<file path="config.mk">
export PLATFORM = sky130hd
export DESIGN_NAME = traceback_unit_flat
export DESIGN_NICKNAME = d
export VERILOG_FILES = /design/src/rtl/traceback_unit_pkg.sv /design/src/rtl/traceback_unit_if.sv /design/src/rtl/traceback_unit_trace_step.sv /design/src/rtl/traceback_unit.sv /design/src/flat_wrapper.sv
export SDC_FILE = /design/constraint.sdc
export NUM_CORES = 1
export LEC_CHECK = 0
export ABC_AREA = 1
export CAP_MARGIN = 40
export CORE_UTILIZATION = 40
export CTS_BUF_LIST = sky130_fd_sc_hd__clkbuf_8
export DETAILED_ROUTE_END_ITERATION = 6
export GPL_TIMING_DRIVEN = 0
export PLACE_DENSITY = 0.86
export SLEW_MARGIN = 30
export SYNTH_ARGS = -nofsm -noshare
export SYNTH_HDL_FRONTEND = slang
export SYNTH_HIERARCHICAL = 1
export SYNTH_SLANG_ARGS = --single-unit
</file>
<file path="constraint.sdc">
create_clock -name Clock1 -period 1.4 [get_ports Clock1]
set_input_delay 0.21 -clock Clock1 [delete_from_list [all_inputs] [get_ports Clock1]]
set_output_delay 0.21 -clock Clock1 [all_outputs]
set_load 0.02 [all_outputs]
</file>
<file path="src/rtl/traceback_unit_pkg.sv">
// traceback_unit_pkg: widths and state type shared by the Viterbi traceback unit
package traceback_unit_pkg;
    localparam int WD_STATE       = 8;
    localparam int WD_RAM_DATA    = 8;
    localparam int WD_RAM_ADDRESS = 11;
    localparam int WD_FSM         = 6;
    localparam int N_ACS          = 1 << WD_STATE;
    localparam int SEL_W          = $clog2(WD_RAM_DATA);
    localparam int ADDR_W         = WD_RAM_ADDRESS - WD_FSM;
    typedef logic [WD_STATE-1:0] state_t;
endpackage

</file>
<file path="src/rtl/traceback_unit_if.sv">
// traceback_unit_if: control, survivor RAM and decoded-output signals of the traceback unit
interface traceback_unit_if;
    import traceback_unit_pkg::*;
    logic                   TB_EN;
    logic                   Init;
    logic                   Hold;
    state_t                 InitState;
    logic [WD_RAM_DATA-1:0] DataTB;
    logic [ADDR_W-1:0]      AddressTB;
    logic                   DecodedData;
    state_t                 OutStateTB;
    modport master (output TB_EN, Init, Hold, InitState, DataTB,
                    input AddressTB, DecodedData, OutStateTB);
    modport slave  (input TB_EN, Init, Hold, InitState, DataTB,
                    output AddressTB, DecodedData, OutStateTB);
endinterface

</file>
<file path="src/rtl/traceback_unit_trace_step.sv">
// traceback_unit_trace_step: state register walking the trellis backwards one survivor bit per step
module traceback_unit_trace_step
    import traceback_unit_pkg::*;
(
    input  logic                   Clock1,
    input  logic                   Reset,
    input  logic                   step,
    input  logic                   init,
    input  state_t                 init_state,
    input  logic [WD_RAM_DATA-1:0] data,
    output state_t                 state,
    output logic [ADDR_W-1:0]      address
);
    logic survivor_bit;
    // upper state bits pick the RAM word, lower bits pick the survivor inside it
    assign address      = state[WD_STATE-1:SEL_W];
    assign survivor_bit = data[state[SEL_W-1:0]];
    always_ff @(posedge Clock1 or negedge Reset)
        if (!Reset) state <= '0;
        else if (init) state <= init_state;
        else if (step) state <= {state[WD_STATE-2:0], survivor_bit};
endmodule

</file>
<file path="src/rtl/traceback_unit.sv">
// traceback_unit: Viterbi traceback with decoded-bit output gated by the decode window
module traceback_unit
    import traceback_unit_pkg::*;
(
    input logic       Clock1,
    input logic       Reset,
    traceback_unit_if.slave bus
);
    if (WD_STATE != ADDR_W + SEL_W) begin : g_bad_state_width
        $error("WD_STATE must equal ADDR_W + SEL_W");
    end
    if ((1 << SEL_W) != WD_RAM_DATA) begin : g_bad_ram_width
        $error("WD_RAM_DATA must be a power of two");
    end
    traceback_unit_trace_step u_step (
        .Clock1     (Clock1),
        .Reset      (Reset),
        .step       (bus.TB_EN),
        .init       (bus.Init),
        .init_state (bus.InitState),
        .data       (bus.DataTB),
        .state      (bus.OutStateTB),
        .address    (bus.AddressTB)
    );
    // the bit leaving the state MSB is the decoded bit; Init suppresses the step
    always_ff @(posedge Clock1 or negedge Reset)
        if (!Reset) bus.DecodedData <= 1'b0;
        else if (!bus.Init && bus.TB_EN && bus.Hold) bus.DecodedData <= bus.OutStateTB[WD_STATE-1];
endmodule

</file>
<file path="src/flat_wrapper.sv">
// flat-port wrapper written by rule: the top's interface ports become plain ports
module traceback_unit_flat import traceback_unit_pkg::*;
  (Clock1, Reset, bus_TB_EN, bus_Init, bus_Hold, bus_InitState, bus_DataTB, bus_AddressTB, bus_DecodedData, bus_OutStateTB);
  traceback_unit_if bus_i ();
  input logic Clock1;
  input logic Reset;
  input wire logic [$bits(bus_i.TB_EN)-1:0] bus_TB_EN;
  input wire logic [$bits(bus_i.Init)-1:0] bus_Init;
  input wire logic [$bits(bus_i.Hold)-1:0] bus_Hold;
  input wire logic [$bits(bus_i.InitState)-1:0] bus_InitState;
  input wire logic [$bits(bus_i.DataTB)-1:0] bus_DataTB;
  output wire logic [$bits(bus_i.AddressTB)-1:0] bus_AddressTB;
  output wire logic [$bits(bus_i.DecodedData)-1:0] bus_DecodedData;
  output wire logic [$bits(bus_i.OutStateTB)-1:0] bus_OutStateTB;
  assign bus_i.TB_EN = bus_TB_EN;
  assign bus_i.Init = bus_Init;
  assign bus_i.Hold = bus_Hold;
  assign bus_i.InitState = bus_InitState;
  assign bus_i.DataTB = bus_DataTB;
  assign bus_AddressTB = bus_i.AddressTB;
  assign bus_DecodedData = bus_i.DecodedData;
  assign bus_OutStateTB = bus_i.OutStateTB;
  traceback_unit u_core (.Clock1(Clock1), .Reset(Reset), .bus(bus_i));
endmodule
</file>
**Metal 2**

(12 px per um)
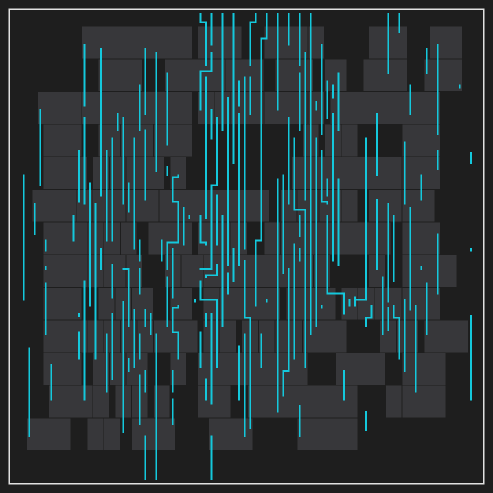
wire length on this layer: 815 um
longest straight run: 26.7 um
nets with wire on the layer: 112
main direction: vertical
share of all routed wire: 54%

**Clock distribution**

(12 px per um)
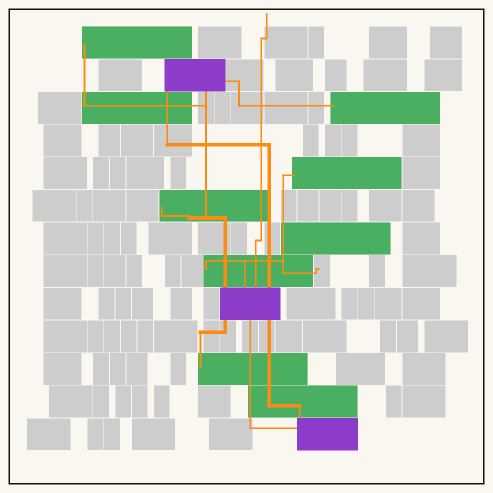
legend:
  flip-flops:
    colour: green
    count: 9
  cells driving clock nets:
    colour: purple
    count: 3
  clock wires:
    colour: orange
    length: 172 um
routed clock nets: 4

==> results.toml <==
# physical design summary
[run_status]
status = "finished clean"

[cells_and_area]
comb_area_um2 = 234.0
largest_register_ff_count = 8
final_cell_mix = "nand2_1, clkdlybuf4s50_1, dlygate4sd2_1"
n_antenna_cell = 0
buffer_area_share_pct = 39.47
final_cells = 132
area_growth_pct = 69.64
final_layout_size_suffix_gt1_share_pct = 12.82
layout.nets = 139
clkCellAreaFrac_pct = 4.737
n_all_buffers = 40
fill_cells = 116
lay_top_count = "nand2_1"
fin_util_pct = 73.08
seq_area_share_pct = 23.68
reg_top3 = "u_core/u_step/state (8), u_core/bus.DecodedData (1)"
num-clock-buffers = 3
largest_cell_class = "buffers"

[routing]
drtIter0Drc = 15
wl_met3_um = 97
top_layer = "met4"
drt_pass1_iterations = 4
post_drt_wl_per_cell_um = 11.52
viasPerCell = 4.803
drc_errors = 0
drt-met1-wl_um = 566
vias = 634

[placement]
port_buffers = 34
dp_slack_ns = 0.05236
numPlacedInstances = 128

[grt]
antenna_found_initial = 0
grtUsageMet2_pct = 41.80
met1_usage_pct = 24.65
grt_pass1_vias = 610
grtUsageMet3_pct = 6.250
grt_busiest_layer = "met2"

[critical_path]
crit_start = "u_core/u_step/state[4]"
crit_fanout = 4
max_stage_delay_ns = 0.41
endpoint = "bus_OutStateTB[4]"
cp_num_buf_inv = 2
path_cells = "buf_4 > dlygate4sd2_1"
critPathKind = "reg -> out"
start_kind = "flip-flop"
crit_arrival_ns = 1.10
critical_path.endpoint_type = "output port"
cpMaxStageDelayCell = "dfrtp_1"
crit_cells = 2
reg2regPathDepth = 6
reg2reg_slack_ns = 0.41

[power_and_ir_drop]
power_leader = "sequential cells"
p_seq_share_pct = 34.8
leakage_nw = 0.5211
p_clk_share_pct = 33.1
p_total_w = 0.0009314
power_density_nw_per_um2 = 979.5
p_seq_w = 0.000324
vdd_drop_max_uv = 603.0

[sta]
hold_violations = 0
rsz0062_at_grt = "no"
worst_slack_ns = 0.08621
setup_violations = 0
slew_headroom_pct = 73.27
whs_ns = 0.2630
min_period_ns = 1.314
worstMarginPinSlew_ns = 0.3996
finalClockPeriodUsage_pct = 93.84

[floorplan]
coreArea_um2 = 1301
die_area_um2 = 1555
fp.dieH_um = 39.44

[logic_synthesis]
ys_seq_share_pct = 40.18
yosys_warnings = 6
synth_nets = 100
synth_top_area_share_pct = 40.18
ys_area_um2 = 560.5
edf_count = 0
syn_inst = 79
ys_sh_mux_pct = 0
ys_sh_aoi_pct = 6.250
xor_area_share_pct = 0
synth.most_common_cell = "nand2_1"
synthTopCellsByCount = "nand2_1, inv_1, dfrtp_1, nand3_1, buf_4"
flop_cell = "dfrtp_1"

[clocking]
ctsHtreeMaxLevel = 1
clock_path_buffers = 2
cts_setup_buffers = 0
path_clk_slew_ns = 0.05
cts.sinks = 9
**Port wiring**

(10 px per um)
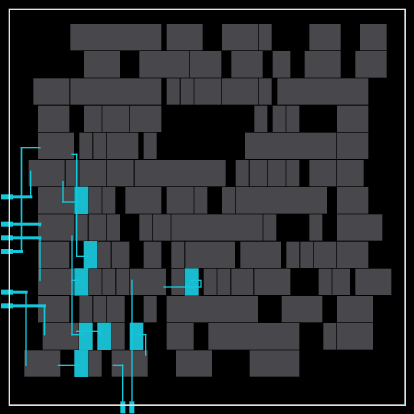
legend:
  bus_DataTB:
    colour: cyan
    bits: 8
    direction: input
    edge: 6 left, 2 bottom
    end_cells: 8
    buffers: 8
    wire: 97.8 um

**Cell classes on the final placement**

(10 px per um) Fill, decap, tap and diode cells in grey.
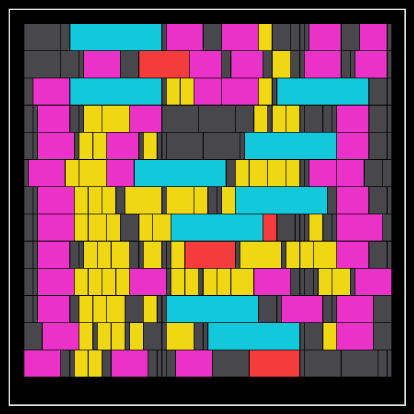
legend:
  flops:
    colour: cyan
    cells: 9
  other buffers and delay cells:
    colour: magenta
    cells: 40
  clock drivers and dummy loads:
    colour: red
    cells: 4
  all other logic:
    colour: yellow
    cells: 64

